### src/rtl/reg_file_pkg.sv
// Shared constants and helpers for the reg_file_g register file.
package reg_file_pkg;

    localparam int DEF_WIDTH = 8;
    localparam int DEF_DEPTH = 8;

    // Ceiling log2; returns at least 1 so a 2-entry file still gets a 1-bit address.
    function automatic int clog2(input int n);
        int r;
        r = 0;
        while ((1 << r) < n) r++;
        return (r < 1) ? 1 : r;
    endfunction

endpackage

### src/rtl/d_register_en.sv
// Edge-triggered storage word with write enable and asynchronous clear.
module d_register_en #(
    parameter int WIDTH = 8
) (
    input  logic             CLK,
    input  logic             RST,
    input  logic             En,
    input  logic [WIDTH-1:0] D,
    output logic [WIDTH-1:0] Q
);

    logic [WIDTH-1:0] r_q;

    always_ff @(posedge CLK or posedge RST) begin
        if (RST)
            r_q <= '0;
        else if (En)
            r_q <= D;
    end

    assign Q = r_q;

endmodule

### src/rtl/reg_file_g.sv
// One-write, two-read register file with optional hard-wired zero register and write bypass.
module reg_file_g
    import reg_file_pkg::*;
#(
    parameter int WIDTH    = DEF_WIDTH,
    parameter int DEPTH    = DEF_DEPTH,
    parameter int ZERO_REG = 1,
    parameter int BYPASS   = 1
) (
    input  logic                      CLK,
    input  logic                      RST,
    input  logic                      WE,
    input  logic [clog2(DEPTH)-1:0]   WADDR,
    input  logic [WIDTH-1:0]          WDATA,
    input  logic [clog2(DEPTH)-1:0]   RADDR_A,
    output logic [WIDTH-1:0]          RDATA_A,
    output logic [WIDTH-1:0]          RDATA_A_N,
    input  logic [clog2(DEPTH)-1:0]   RADDR_B,
    output logic [WIDTH-1:0]          RDATA_B,
    output logic [DEPTH-1:0]          WRITTEN
);

    localparam int AW = clog2(DEPTH);

    logic             w_zero_waddr;
    logic             w_wr_ok;
    logic             w_byp_ok;
    logic [DEPTH-1:0] w_en;
    logic [WIDTH-1:0] w_q [DEPTH];
    logic [WIDTH-1:0] w_rdata_a;
    logic [WIDTH-1:0] w_rdata_b;
    logic [DEPTH-1:0] r_written;

    assign w_zero_waddr = (ZERO_REG != 0) && (WADDR == '0);
    assign w_wr_ok      = WE && !w_zero_waddr;
    // Bypass is masked by RST so read data stays zero throughout reset.
    assign w_byp_ok     = (BYPASS != 0) && w_wr_ok && !RST;

    genvar gi;
    generate
        for (gi = 0; gi < DEPTH; gi++) begin : g_word
            assign w_en[gi] = w_wr_ok && (WADDR == AW'(gi));

            d_register_en #(
                .WIDTH (WIDTH)
            ) u_word (
                .CLK (CLK),
                .RST (RST),
                .En  (w_en[gi]),
                .D   (WDATA),
                .Q   (w_q[gi])
            );
        end
    endgenerate

    always_ff @(posedge CLK or posedge RST) begin
        if (RST)
            r_written <= '0;
        else if (w_wr_ok)
            r_written[WADDR] <= 1'b1;
    end

    always_comb begin
        w_rdata_a = w_q[RADDR_A];
        if ((ZERO_REG != 0) && (RADDR_A == '0))
            w_rdata_a = '0;
        else if (w_byp_ok && (RADDR_A == WADDR))
            w_rdata_a = WDATA;
    end

    always_comb begin
        w_rdata_b = w_q[RADDR_B];
        if ((ZERO_REG != 0) && (RADDR_B == '0))
            w_rdata_b = '0;
        else if (w_byp_ok && (RADDR_B == WADDR))
            w_rdata_b = WDATA;
    end

    assign RDATA_A   = w_rdata_a;
    assign RDATA_A_N = ~w_rdata_a;
    assign RDATA_B   = w_rdata_b;
    assign WRITTEN   = r_written;

endmodule

### config.mk
export PLATFORM = sky130hd
export DESIGN_NAME = reg_file_g
export DESIGN_NICKNAME = d
export VERILOG_FILES = /design/src/rtl/reg_file_pkg.sv /design/src/rtl/d_register_en.sv /design/src/rtl/reg_file_g.sv
export SDC_FILE = /design/constraint.sdc
export NUM_CORES = 1
export LEC_CHECK = 0
export CORE_ASPECT_RATIO = 1.75
export CORE_MARGIN = 1
export CORE_UTILIZATION = 55
export DETAILED_ROUTE_END_ITERATION = 10
export GPL_TIMING_DRIVEN = 0
export PLACE_DENSITY = 0.77
export SYNTH_ARGS = -nofsm -noshare
export SYNTH_HDL_FRONTEND = slang
export SYNTH_SLANG_ARGS = --single-unit
### constraint.sdc
create_clock -name CLK -period 16.8 [get_ports CLK]
set_input_delay 4.2 -clock CLK [delete_from_list [all_inputs] [get_ports CLK]]
set_output_delay 4.2 -clock CLK [all_outputs]
set_load 0.01 [all_outputs]
==> results.json <==
{
  "layout-area-overhead-vs-synth_pct": 17.4,
  "layout.area.comb_um2": 2130,
  "clkSinkCount": 72,
  "synth.avg_cell_area_um2": 14.7,
  "grt_pass1_wl_um": 15900,
  "crit_required_ps": 12600,
  "rr_startpoint": "g_word[3].u_word.Q[7]",
  "worst_pin_slew_ps": 1030,
  "rsz0062_at_grt": "no",
  "cts_buffer_depth": 2,
  "gr-total-overflow": 0,
  "grt_usage_pct": 28.3,
  "wl_per_cell_um": 24.2,
  "clock_skew_ps": 0,
  "ctsHoldBuffers": 0,
  "drc": 0,
  "p_total_mw": 0.571,
  "cts.root.buffer_cell": "clkbuf_16",
  "hold_class": "flop to flop",
  "cp-startpoint": "RST",
  "die_width_um": 68.1,
  "yosysUniqueCellTypes": 32,
  "ys_ff": 72,
  "place_area_um2": 4640,
  "ios": 52,
  "n_antenna_cell": 0,
  "hold_viol": 0,
  "port_buffers": 33,
  "endpoint": "RDATA_A_N[5]",
  "fp_nets": 305,
  "ys_cells": 285,
  "topCellsByArea": "dfrtp_1 (43%), mux2_2 (15%), mux4_2 (15%), mux2i_1 (3.8%), o211a_1 (3.8%)",
  "seq_area_um2": 1800,
  "drv_cap": 0,
  "rr_worst_depth": 1,
  "drv_slew": 0,
  "top_area_cell": "dfrtp_1",
  "vias_per_cell": 6.53,
  "relSlewSlack_pct": 31.2,
  "place_ws_ps": 5510,
  "fin_ws_ps": 5530,
  "path_max_fanout": 73,
  "yosysTopAreaCellShare_pct": 42.9,
  "routed-via-count": 2734,
  "place.gp.congestion": 0.765,
  "fmax_mhz": 88.8,
  "die_h_um": 118,
  "fp_util_pct": 57.7,
  "tritoncts": "done",
  "final_cells": 419,
  "arrival_ps": 7070,
  "routed_wl_um": 10200,
  "start_kind": "input pin",
  "ir_drop_mv": 0.0838,
  "numPlacedInstances": 404,
  "die_area_um2": 8010,
  "post-route-period-util_pct": 67.1,
  "rrSetupSlack_ps": 15990,
  "cts_setup_buffers": 0,
  "drive_above_1_share_pct": 39.3,
  "final_util_pct": 67.7,
  "htree_levels": 3,
  "finalSetupTns_ps": 0,
  "setup_violations": 0,
  "min_period_ps": 11270,
  "min_path_cells": 1,
  "status": "complete, no violations",
  "rr_endpoint": "g_word[3].u_word.Q[7]",
  "core_um2": 7280,
  "ys_warn_count": 0,
  "final_cell_area_um2": 4930,
  "grt_max_degree": 74,
  "warning_count": 26,
  "ys_area_um2": 4200,
  "syn_inst": 285,
  "drt_iter0_drc": 218,
  "fillers": 553,
  "worstSkewPairLatency_ps": 330,
  "clk_pin_slew_ps": 50,
  "num-nets-final": 349,
  "cts_made_buffers": 9,
  "ant_nets": 0,
  "cts_resized": 0,
  "path_class": "input pin to output pin",
  "hpwl_um": 6500,
  "p_leak_nw": 2.07,
  "p_per_area_nw_per_um2": 116,
  "end_kind": "output pin",
  "antenna_found_initial": 0,
  "synth_area_um2": 4200
}
## layout make-up
| type | count | area share [%] |
|---|---|---|
| buffer | 40 | 5.33 |
| clock buffer | 12 | 5.00 |
| clock inverter | 3 | 0.863 |
| inverter | 1 | 0.127 |
| multi-input combinational | 172 | 43.3 |
| sequential | 72 | 36.5 |
| tap | 86 | 2.18 |
| timing repair buffer | 33 | 6.70 |
## sequential cells by signal (all words and copies together), names as in the netlist
signal	flops
WRITTEN	8
g_word.u_word.Q	64
## cell usage after synthesis (all sizes together)
| library cell | instances |
|---|---|
| dfrtp | 72 |
| mux2 | 56 |
| mux4 | 32 |
| buf | 29 |
| mux2i | 16 |
| o211a | 16 |
| o21ai | 16 |
| clkbuf | 11 |
| o211ai | 8 |
| xnor2 | 6 |
| or2 | 5 |
| nand2b | 4 |
| nand4b | 3 |
| nand3 | 2 |
| nor4bb | 2 |
| or3 | 2 |
| inv | 1 |
| nand2 | 1 |
| nand4 | 1 |
| nor3 | 1 |
| o311ai | 1 |
## metal layers
metal | track usage [%] | vias up | wire length (µm)
li1 | - | 1183 | -
met1 | 37.3 | 1404 | 3920
met2 | 43.8 | 120 | 5150
met3 | 6.01 | 27 | 729
met4 | 12.6 | 0 | 365
met5 | 0 | - | 0
## how the worst min path moves through the flow
stage                     slack [ps]                   from                    end
after global routing             480             WRITTEN[0]             WRITTEN[0]
after CTS                        460             WRITTEN[0]             WRITTEN[0]
after detailed placement         450             WRITTEN[0]             WRITTEN[0]
after floorplan                  440  g_word[0].u_word.Q[6]  g_word[0].u_word.Q[6]
after global placement           440             WRITTEN[0]             WRITTEN[0]
final                            460             WRITTEN[0]             WRITTEN[0]
## logic make-up after synthesis
family / Yosys count / synth area share [%]
and+or+nand+nor: 21 / 3.87
AOI/OAI and AO/OA: 41 / 8.01
DFF: 72 / 42.9
muxes: 104 / 36.3
xor gates and xnor gates: 6 / 2.59
buffers and inverters: 41 / 6.34
## report_power, final
group | internal [mW] | total, mW | switching [mW]
Clock | 0.118 | 0.186 | 0.0680
Sequential | 0.205 | 0.228 | 0.0231
Combinational | 0.0961 | 0.158 | 0.0615
Total | 0.418 | 0.571 | 0.153
## placed cells by master (no fill, tap or decap), types with 2 or more instances in the layout
cell and instances:
or2_2 4, nand2b_1 4, clkbuf_16 9, o211ai_1 6, o21ai_1 2, o211a_1 16
o211ai_2 2, dfrtp_1 72, buf_1 10, clkdlybuf4s50_1 33, nor4bb_1 2, nand4b_1 3
or3_1 2, mux4_2 28, xnor2_1 3, xnor2_4 3, mux2i_1 16, mux4_1 4
clkbuf_1 12, o21ai_0 14, buf_6 12, buf_2 5, mux2_2 56
## worst max-delay path, cell delays in order
cell	delay, ps
clkdlybuf4s50_1	440
inv_4	670
o311ai_4	340
or2_1	320
buf_6	140
buf_6	140
o211ai_1	220
clkdlybuf4s50_1	580
**Signal wires on met2**

Scale bar: 20 µm.
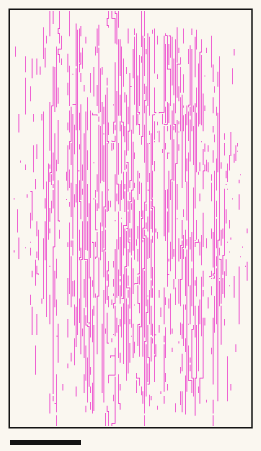
The wires run mostly vertical. The longest straight run is 86.0 µm.

**Met3 routing**

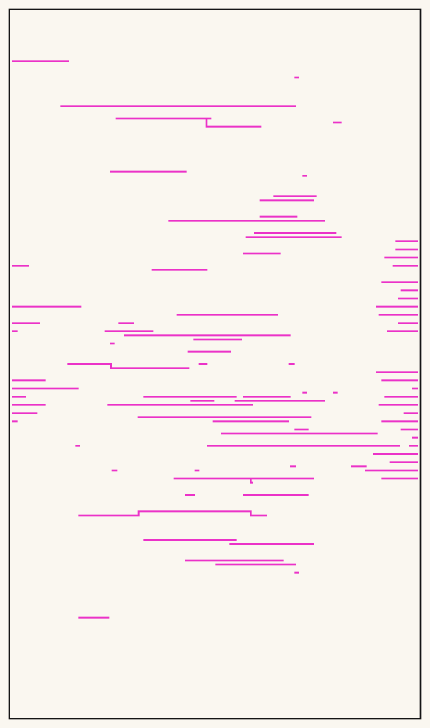
The longest straight run is 38.9 µm. The layer holds 7.2% of the routed length. 65 nets have wire on it. The layer carries 730 µm of wire. The wires run mostly horizontal.

**Floorplan with the power grid**

Scale bar: 20 µm. Pins as bars on the die edge.
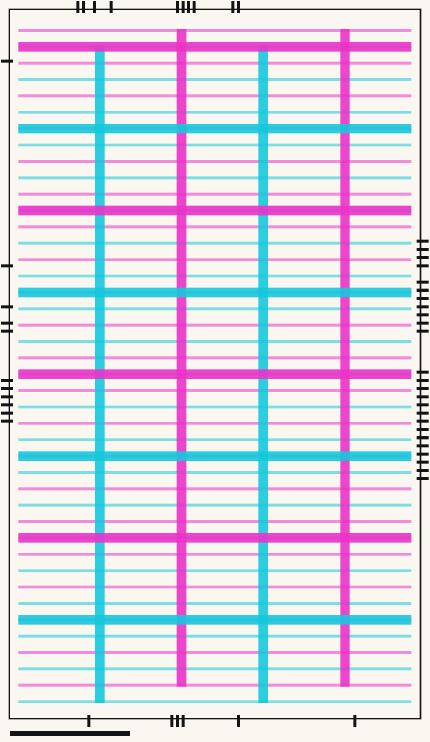
Magenta is VDD. Cyan is VSS.
8 straps on met5. The core has 41 rows. 4 straps on met4.

